## config.mk

```make
export PLATFORM = sky130hd
export DESIGN_NAME = sprite_fetch
export DESIGN_NICKNAME = d
export VERILOG_FILES = /design/src/rtl/sprite_pkg.sv /design/src/rtl/sprite_pos_ctrl.sv /design/src/rtl/sprite_fetch.sv
export SDC_FILE = /design/constraint.sdc
export NUM_CORES = 1
export LEC_CHECK = 0
export ABC_AREA = 1
export CORE_MARGIN = 2
export CORE_UTILIZATION = 52
export CTS_CLUSTER_DIAMETER = 120
export DETAILED_ROUTE_END_ITERATION = 8
export PLACE_DENSITY = 0.87
export SYNTH_ARGS = -nofsm -noshare
export SYNTH_HDL_FRONTEND = slang
export SYNTH_SLANG_ARGS = --single-unit
```

## constraint.sdc

```tcl
create_clock -name clk -period 3.3 [get_ports clk]
set_input_delay 0.99 -clock clk [delete_from_list [all_inputs] [get_ports clk]]
set_output_delay 0.99 -clock clk [all_outputs]
set_load 0.05 [all_outputs]
```

## src/rtl/sprite_pkg.sv

```systemverilog
// ----------------------------------------------------------------------------
// sprite_pkg
//   Shared types and default geometry for the sprite fetch path.
//   - H_ACTIVE / V_ACTIVE : visible raster size
//   - SPRITE_W / SPRITE_H : sprite bitmap size
//   - coord_t             : 10-bit screen coordinate
//   - pixel_rgba_t        : 16-bit sprite word, rgb[11:0] then alpha[3:0]
//   - step_clamp()        : one-axis move by +/-step, clamped to [0, lim]
// ----------------------------------------------------------------------------
package sprite_pkg;

    localparam int H_ACTIVE = 640;
    localparam int V_ACTIVE = 480;
    localparam int SPRITE_W = 32;
    localparam int SPRITE_H = 32;

    typedef logic [9:0] coord_t;

    typedef struct packed {
        logic [11:0] rgb;
        logic [3:0]  alpha;
    } pixel_rgba_t;

    // inc/dec both set (or both clear) cancel out. The decrement compares
    // before subtracting so a position below 'step' lands on 0 instead of
    // wrapping to the far edge.
    function automatic coord_t step_clamp(
        input coord_t      pos,
        input logic        inc,
        input logic        dec,
        input logic [10:0] step,
        input logic [10:0] lim
    );
        logic [10:0] w_up;
        coord_t      w_dn;
        w_up = {1'b0, pos} + step;
        w_dn = pos - step[9:0];
        step_clamp = pos;
        if (inc && !dec)
            step_clamp = (w_up > lim) ? lim[9:0] : w_up[9:0];
        else if (dec && !inc)
            step_clamp = ({1'b0, pos} < step) ? '0 : w_dn;
    endfunction

endpackage

```

## src/rtl/sprite_pos_ctrl.sv

```systemverilog
// ----------------------------------------------------------------------------
// sprite_pos_ctrl
//   Holds the sprite's top-left position and moves it once per frame from
//   the four direction buttons, clamped so the whole sprite stays visible.
//
//   Ports
//     clk, reset          pixel clock, async active-high reset
//     hcount, vcount      raster counters (used only for the frame tick)
//     btn_up/down/left/right  debounced, synchronised, level-sensitive
//     pos_x, pos_y        current top-left corner of the sprite
// ----------------------------------------------------------------------------
module sprite_pos_ctrl #(
    parameter int H_ACTIVE = sprite_pkg::H_ACTIVE,
    parameter int V_ACTIVE = sprite_pkg::V_ACTIVE,
    parameter int SPRITE_W = sprite_pkg::SPRITE_W,
    parameter int SPRITE_H = sprite_pkg::SPRITE_H,
    parameter int STEP     = 2,
    parameter int START_X  = 304,
    parameter int START_Y  = 224
) (
    input  logic               clk,
    input  logic               reset,
    input  sprite_pkg::coord_t hcount,
    input  sprite_pkg::coord_t vcount,
    input  logic               btn_up,
    input  logic               btn_down,
    input  logic               btn_left,
    input  logic               btn_right,
    output sprite_pkg::coord_t pos_x,
    output sprite_pkg::coord_t pos_y
);
    import sprite_pkg::*;

    localparam logic [10:0] X_MAX  = 11'(H_ACTIVE - SPRITE_W);
    localparam logic [10:0] Y_MAX  = 11'(V_ACTIVE - SPRITE_H);
    localparam logic [10:0] STEP_W = 11'(STEP);
    localparam coord_t      V_TICK = coord_t'(V_ACTIVE);

    logic   w_frame_tick;
    coord_t w_x_next;
    coord_t w_y_next;
    coord_t r_pos_x;
    coord_t r_pos_y;

    // First pixel of the first blanking line: moving here means the
    // position never changes while the sprite is being drawn.
    assign w_frame_tick = (hcount == '0) && (vcount == V_TICK);

    assign w_x_next = step_clamp(r_pos_x, btn_right, btn_left, STEP_W, X_MAX);
    assign w_y_next = step_clamp(r_pos_y, btn_down,  btn_up,   STEP_W, Y_MAX);

    always_ff @(posedge clk or posedge reset) begin
        if (reset) begin
            r_pos_x <= coord_t'(START_X);
            r_pos_y <= coord_t'(START_Y);
        end else if (w_frame_tick) begin
            r_pos_x <= w_x_next;
            r_pos_y <= w_y_next;
        end
    end

    assign pos_x = r_pos_x;
    assign pos_y = r_pos_y;

endmodule

```

## src/rtl/sprite_fetch.sv

```systemverilog
// ----------------------------------------------------------------------------
// sprite_fetch
//   Turns the VGA raster position into a sprite ROM address and returns the
//   sprite word two clocks later, together with a matching display flag.
//   Outside the sprite box (or in blanking) the word is 0, so alpha is 0
//   and the downstream mux shows the background.
//
//   Ports
//     clk, reset          pixel clock, async active-high reset
//     hcount, vcount      raster position from the VGA controller
//     video_on            high in the visible region
//     btn_*               direction buttons, sampled on the frame tick
//     rom_addr            registered sprite ROM address (this register is
//                         the ROM's address register; rom_data follows it)
//     rom_data            ROM word for rom_addr
//     sprite              sprite word, 2 clocks after the raster inputs
//     display             video_on delayed by the same 2 clocks
//     pos_x, pos_y        sprite top-left corner
// ----------------------------------------------------------------------------
module sprite_fetch #(
    parameter int H_ACTIVE = sprite_pkg::H_ACTIVE,
    parameter int V_ACTIVE = sprite_pkg::V_ACTIVE,
    parameter int SPRITE_W = sprite_pkg::SPRITE_W,
    parameter int SPRITE_H = sprite_pkg::SPRITE_H,
    parameter int ADDR_W   = 10,
    parameter int STEP     = 2,
    parameter int START_X  = 304,
    parameter int START_Y  = 224
) (
    input  logic               clk,
    input  logic               reset,
    input  sprite_pkg::coord_t hcount,
    input  sprite_pkg::coord_t vcount,
    input  logic               video_on,
    input  logic               btn_up,
    input  logic               btn_down,
    input  logic               btn_left,
    input  logic               btn_right,
    output logic [ADDR_W-1:0]  rom_addr,
    input  logic [15:0]        rom_data,
    output logic [15:0]        sprite,
    output logic               display,
    output sprite_pkg::coord_t pos_x,
    output sprite_pkg::coord_t pos_y
);
    import sprite_pkg::*;

    localparam int          W_LOG2 = $clog2(SPRITE_W);
    localparam bit          W_POW2 = (SPRITE_W == (1 << W_LOG2));
    localparam logic [10:0] SW_11  = 11'(SPRITE_W);
    localparam logic [10:0] SH_11  = 11'(SPRITE_H);

    coord_t              w_pos_x;
    coord_t              w_pos_y;
    logic [10:0]         w_h;
    logic [10:0]         w_v;
    logic [10:0]         w_px;
    logic [10:0]         w_py;
    logic                w_in_box;
    coord_t              w_dx;
    coord_t              w_dy;
    logic [ADDR_W-1:0]   w_addr;

    logic [ADDR_W-1:0]   r_rom_addr;
    logic                r_box_d1;
    logic                r_von_d1;
    pixel_rgba_t         r_sprite;
    logic                r_display;

    sprite_pos_ctrl #(
        .H_ACTIVE (H_ACTIVE),
        .V_ACTIVE (V_ACTIVE),
        .SPRITE_W (SPRITE_W),
        .SPRITE_H (SPRITE_H),
        .STEP     (STEP),
        .START_X  (START_X),
        .START_Y  (START_Y)
    ) u_pos (
        .clk       (clk),
        .reset     (reset),
        .hcount    (hcount),
        .vcount    (vcount),
        .btn_up    (btn_up),
        .btn_down  (btn_down),
        .btn_left  (btn_left),
        .btn_right (btn_right),
        .pos_x     (w_pos_x),
        .pos_y     (w_pos_y)
    );

    // ---- stage 0: box test and address ----
    // 11-bit compares: pos + SIZE can exceed 1023 near the bottom/right.
    assign w_h  = {1'b0, hcount};
    assign w_v  = {1'b0, vcount};
    assign w_px = {1'b0, w_pos_x};
    assign w_py = {1'b0, w_pos_y};

    assign w_in_box = video_on
                   && (w_h >= w_px) && (w_h < w_px + SW_11)
                   && (w_v >= w_py) && (w_v < w_py + SH_11);

    // Offsets are only meaningful inside the box; outside, the address is
    // forced to 0 in stage 1, so wrap-around here is harmless.
    assign w_dx = hcount - w_pos_x;
    assign w_dy = vcount - w_pos_y;

    generate
        if (W_POW2) begin : g_addr_shift
            assign w_addr = (ADDR_W'(w_dy) << W_LOG2) + ADDR_W'(w_dx);
        end else begin : g_addr_mul
            assign w_addr = ADDR_W'(w_dy) * ADDR_W'(SPRITE_W) + ADDR_W'(w_dx);
        end
    endgenerate

    // ---- stage 1: ROM address + flags; stage 2: ROM word + display ----
    always_ff @(posedge clk or posedge reset) begin
        if (reset) begin
            r_rom_addr <= '0;
            r_box_d1   <= 1'b0;
            r_von_d1   <= 1'b0;
            r_sprite   <= '0;
            r_display  <= 1'b0;
        end else begin
            r_rom_addr <= w_in_box ? w_addr : '0;
            r_box_d1   <= w_in_box;
            r_von_d1   <= video_on;
            r_sprite   <= r_box_d1 ? pixel_rgba_t'(rom_data) : '0;
            r_display  <= r_von_d1;
        end
    end

    assign rom_addr = r_rom_addr;
    assign sprite   = r_sprite;
    assign display  = r_display;
    assign pos_x    = w_pos_x;
    assign pos_y    = w_pos_y;

endmodule
```

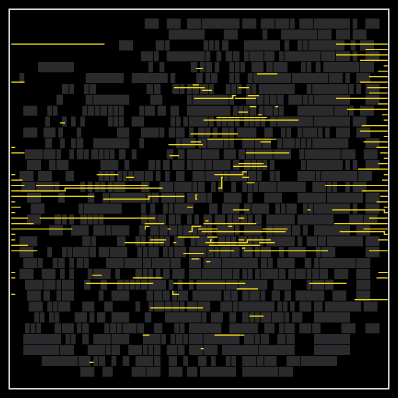
**Above:** run 1 (M3 wires).
Drawn at 4 px/um.
main direction: horizontal
wire length on this layer: 837 um
longest straight run: 28.5 um

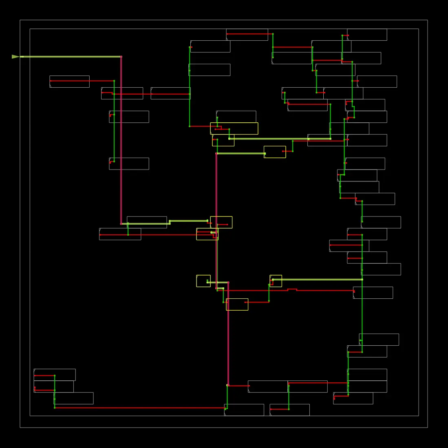
**Above:** run 1 (clock nets).
Seq cells: 47
Clock group: 0.452 mW
clock buf count: 5
CTS Sinks: 47

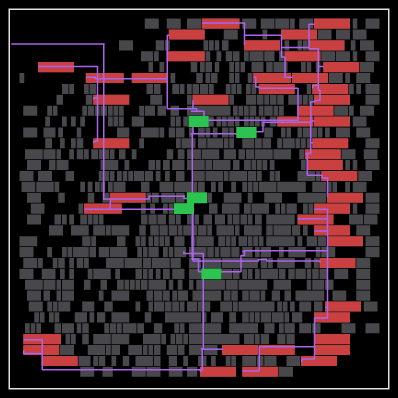
**Above:** run 1 (clock distribution).
Drawn at 4 px/um.
legend:
  clock wires:
    color: purple
    length: 696 um
  clock drivers:
    color: green
    count: 5
  flip-flops:
    color: red
    count: 47
flops lie: widely spread
routed clock nets: 6

==> flow_summary.json, run 1 <==
{
  "cp_slowest_cell": "clkdlybuf4s50_1",
  "final_hold_viol_count": 0,
  "finalMaxSlewViolations": 0,
  "buf_share_pct": 18.7,
  "start_kind": "input pin",
  "netlist_instances": 582,
  "wl_met1_um": 4710,
  "drc": 0,
  "cts-root-buf": "clkbuf_8",
  "cap_viol_max_count": 0,
  "io_pins": 90,
  "io_buffers": 87,
  "grt_pass1_vias": 4452,
  "relSlewSlack_pct": 61.3,
  "synth_cell_types": 35,
  "grt_util_all_layers_pct": 28.7,
  "placementRows": 33,
  "worst_path_largest_cell_delay_ns": 0.55,
  "top_cell_area_share_pct": 24.1,
  "power_density_mw_per_mm2": 256,
  "grt_start_max_net_pins": 48,
  "path_max_fanout": 4,
  "xor_share_pct": 7.19,
  "area_leaders": "dfrtp_1 (24%), ha_1 (14%), nand2_1 (10%)",
  "layout_top_cell": "nand2_1",
  "postLayoutSetupSlackWorst_ns": 0.199,
  "status": "completed",
  "met1_usage_pct": 32.6,
  "buffers": 109,
  "numCtsBuffers": 5,
  "async_reset_ff_share_pct": 100,
  "synth-edff-count": 0,
  "first_iter_violations": 216,
  "endpoint_kind": "register",
  "drt_pass1_iterations": 5,
  "largestClassByArea": "multi-input combinational cells",
  "synth_flops": 47,
  "taps": 105,
  "synth_chip_area_mm2": 0.00426,
  "critPathArrivalTime_ns": 3.29,
  "gp_congestion": 0.952,
  "nMultiInputCombCells": 432,
  "fin_skew_ns": 0.0123,
  "cts_setup_buffers": 0,
  "area_growth_pct": 29.9,
  "final_nets": 788,
  "cp_data_required_time_ns": 3.49,
  "grt_overflow": 0,
  "finalCriticalPeriod_ns": 3.10,
  "crit_chain": "clkdlybuf4s50_1, inv_1, fa_1, inv_1, ha_1, inv_1, nor2_1, nand4_1, o211ai_1, xnor2_1, nor2_2",
  "peakVddDrop_mv": 0.165,
  "wl_per_cell_um": 15.0,
  "dp.final_hpwl_um": 9410,
  "busiest_layer": "met2",
  "num_antenna_cells": 0,
  "synth.logic.top_family": "simple AND/OR/NAND/NOR gates",
  "timing.hold.ws_ns": 0.374,
  "yosys.area_share.simple_pct": 29.5,
  "grt_pass1_wl_um": 20300,
  "warnings": 36,
  "die_area_mm2": 0.00894,
  "postCtsHoldBufs": 0,
  "yosys_warnings": 0,
  "clkTransAtPathRegs_ns": 0.11,
  "p_total_mw": 1.42,
  "dominantRegCellSynth": "dfrtp_1"
}
==> run 1: per-stage QoR <==
step           std cells  utilization, %  instance area, um^2
2_1_floorplan        585               -                 4270
3_3_place_gp         787            66.3                 5370
3_5_place_dp         787            66.3                 5370
4_1_cts              795            68.2                 5520
5_1_grt              795            68.4                 5540
6_report             795            68.4                 5540
==> run 1: synth_stat cells, types with 4 or more instances <==
library cell	number
o21ai_1	4
buf_4	4
nand4_1	24
dfstp_2	6
nor3_1	12
inv_2	13
a21oi_1	37
inv_1	80
o21ai_0	9
dfrtp_1	41
xor2_1	28
nor4_1	5
nand3_1	35
nand2_1	113
clkbuf_1	4
ha_1	46
nor2_1	67
nor2_2	13
xnor2_1	7
fa_1	10
==> run 1: what timing repair did <==
action | in CTS | in global routing
endpoints found under the setup margin | 2 | 2
pin swaps | 5 | 6
gates resized | 6 | 6
==> run 1: kinds of logic (layout without fill, tap and decap cells) <==
group / Yosys count / count (layout)
other: 2 / 5
xor gates and xnor gates: 35 / 35
DFF: 47 / 47
muxes: 1 / 1
adders and majority gates: 56 / 56
and+or+nand+nor: 279 / 279
buffers and inverters: 106 / 211
AOI/OAI and AO/OA: 56 / 56
==> run 1: where the power goes <==
part | switching [mW] | internal (mW)
Clock | 0.223 | 0.229
Combinational | 0.206 | 0.174
Sequential | 0.00273 | 0.582
==> run 1: final timing paths <==
kind                           startpoint  cells past startpoint        endpoint  slack, ns
max                             hcount[5]                     11     rom_addr[8]       0.20
min                              r_von_d1                      0         display       0.37
max reg2reg                u_pos.pos_y[1]                     13     rom_addr[9]       0.36
min reg2reg                      r_von_d1                      0         display       0.37
max in group asynchronous           reset                      3         display       1.76
min in group asynchronous           reset                      3  u_pos.pos_y[1]       1.15
**Run 1: nets reached from selected ports**

Drawn at 4 px/um.
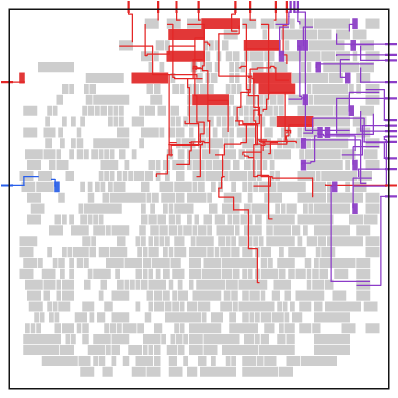

==> run 2, diff against run 1 <==
--- a/config.mk
+++ b/config.mk
@@ -7,10 +7,12 @@
 export LEC_CHECK = 0
 export ABC_AREA = 1
 export CORE_MARGIN = 2
-export CORE_UTILIZATION = 52
+export CORE_UTILIZATION = 54
+export CTS_BUF_LIST = sky130_fd_sc_hd__clkbuf_8
 export CTS_CLUSTER_DIAMETER = 120
 export DETAILED_ROUTE_END_ITERATION = 8
-export PLACE_DENSITY = 0.87
+export GPL_TIMING_DRIVEN = 0
+export PLACE_DENSITY = 0.9
 export SYNTH_ARGS = -nofsm -noshare
 export SYNTH_HDL_FRONTEND = slang
 export SYNTH_SLANG_ARGS = --single-unit
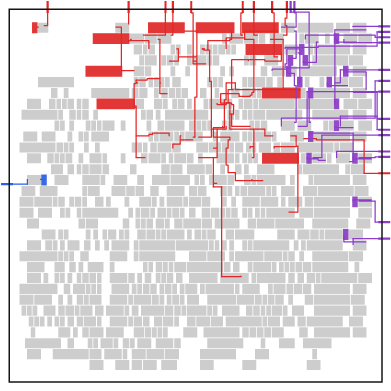
**Above:** run 2 (nets reached from selected ports).
Drawn at 4 px/um.
legend:
  pos_x:
    color: red
    bits: 10
    direction: output
    end_cells: 10
    buffers: 10
    wire: 557 um
  rom_data:
    color: purple
    bits: 16
    direction: input
    end_cells: 16
    buffers: 16
    wire: 425 um
  btn_up:
    color: blue
    bits: 1
    direction: input
    end_cells: 1
    buffers: 1
    wire: 5.70 um

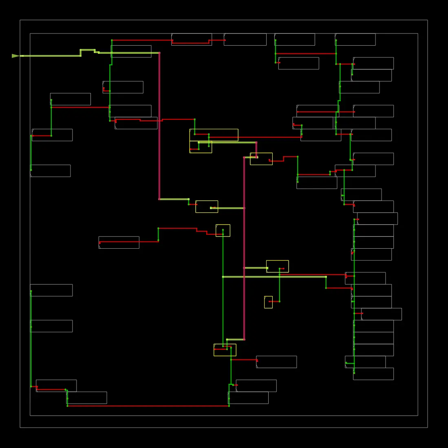
**Above:** run 2 (clock nets).
CTS Buf Count: 5
Clock group: 0.444 mW
clock latency on the worst-skew pair: 0.32 ns

==> run 2 against run 1 <==
  * Design area down 0.99%
  * Count of clock-buffer cells in the layout unchanged
  * Hold slack worse by 0.0076 ns
  * Critical path type unchanged
  * Largest cell class unchanged
  * Largest power group unchanged
==> flow_summary.json, run 2 <==
{
  "busiest_layer": "met2",
  "synth_chip_area_mm2": 0.00426,
  "p_total_mw": 1.37,
  "path_max_fanout": 3,
  "cts.sinks": 47,
  "grt_start_max_net_pins": 34,
  "dominantRegCellSynth": "dfrtp_1",
  "layout_top_cell": "nand2_1",
  "cts_resized": 9,
  "area_growth_pct": 28.6,
  "largest_reg_flops": 16,
  "finalMaxSlewViolations": 0,
  "finalCriticalPeriod_ns": 3.19,
  "final_nets": 779,
  "xor_share_pct": 7.19,
  "netlist_instances": 582,
  "warnings": 36,
  "worstHoldStart": "r_von_d1",
  "final_hold_viol_count": 0,
  "cts-root-buf": "clkbuf_8",
  "first_iter_violations": 204,
  "wl_per_cell_um": 14.4,
  "finish.instance_area_mm2": 0.00548,
  "cp_data_required_time_ns": 3.52,
  "top_cell_area_share_pct": 24.1,
  "dp.final_hpwl_um": 8990,
  "yosys_warnings": 0,
  "ys_sh_aoi_pct": 6.93,
  "postCtsHoldBufs": 0,
  "wl_met1_um": 4830,
  "peakVddDrop_mv": 0.238,
  "start_kind": "input pin",
  "place_area_mm2": 0.00529,
  "hold_end": "display",
  "grt_pass1_vias": 4247,
  "yosysMostFrequentCell": "nand2_1",
  "clkTransAtPathRegs_ns": 0.11,
  "grt_util_all_layers_pct": 27.8,
  "top_cells_by_count": "nand2_1 (113), inv_1 (80), nor2_1 (67)",
  "synth.logic.top_family": "simple AND/OR/NAND/NOR gates",
  "critPathArrivalTime_ns": 3.41,
  "io_pins": 90,
  "cap_viol_max_count": 0,
  "placementRows": 32,
  "fin_skew_ns": 0.0224,
  "num_antenna_cells": 0,
  "ff2ff_path_depth": 13,
  "io_buffers": 87,
  "synth-edff-count": 0,
  "yosys.area_share.simple_pct": 29.5,
  "area_leaders": "dfrtp_1 (24%), ha_1 (14%), nand2_1 (10%)",
  "postLayoutSetupSlackWorst_ns": 0.109,
  "cts_setup_buffers": 0,
  "timing.rr.start": "u_pos.pos_y[1]",
  "synth_flops": 47,
  "status": "completed",
  "gp_congestion": 0.977,
  "r2r-end": "rom_addr[9]",
  "startpoint": "vcount[2]",
  "met1_usage_pct": 34.2,
  "whs_path_depth": 0,
  "endpoint_kind": "register",
  "synth_cell_types": 35
}
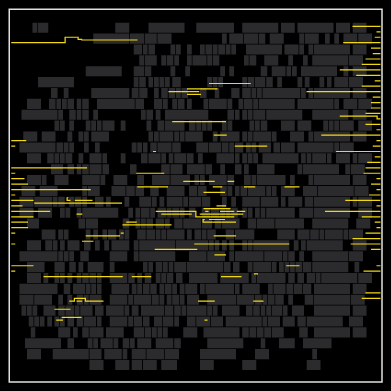
**Above:** run 2 (M3 wires).
Drawn at 4 px/um.
share of all routed wire: 5.6%
wire length on this layer: 628 um

## run 2: where the power goes
part           total (mW)  switching (mW)  internal (mW)
Clock               0.444           0.218          0.226
Sequential          0.584         0.00165          0.582
Combinational       0.345           0.195          0.150
## run 2: layout make-up
cell class | count | area, um^2
Inverter | 94 | 353
Clock buffer | 5 | 68.8
Buffer | 12 | 71.3
Multi-Input combinational cell | 432 | 2740
Sequential cell | 47 | 1180
Clock inverter | 3 | 43.8
Fill cell | 614 | 2210
Tap cell | 102 | 128
Timing Repair Buffer | 88 | 896
## run 2: through the flow
step | cells | util (%)
after floorplan | 585 | -
after global placement | 774 | 68.6
after detailed placement | 775 | 68.8
after CTS | 783 | 70.9
after global routing | 783 | 71.3
final | 783 | 71.3
## run 2: critical path, cell delays in order
cell and delay, ns:
dlygate4sd2_1 0.30, ha_4 0.27, o21ai_1 0.08, nand2_1 0.12
xnor2_2 0.16, inv_1 0.07, fa_2 0.56, ha_4 0.22
a21oi_1 0.14, o21ai_0 0.09, a21oi_1 0.17, xor2_1 0.16
nor2_1 0.06
## run 2: cell families after synthesis
| logic type | Yosys count |
|---|---|
| compound gates | 56 |
| fa+ha+maj | 56 |
| buf+inv | 106 |
| flops | 47 |
| other cells | 2 |
| simple gates | 279 |
| xor+xnor | 35 |
| mux | 1 |
## run 2: worst max path at each step
| stage | slack (ns) | depth (start not counted) | endpoint |
|---|---|---|---|
| CTS | 0.03 | 11 | rom_addr[9] |
| detailed placement | -0.61 | 13 | rom_addr[9] |
| floorplan | 0.19 | 12 | rom_addr[9] |
| global placement | -0.57 | 13 | rom_addr[9] |
| finish | 0.11 | 13 | rom_addr[9] |
| global route | -0.01 | 12 | rom_addr[7] |
Power is estimated from default activity; no workload was simulated.
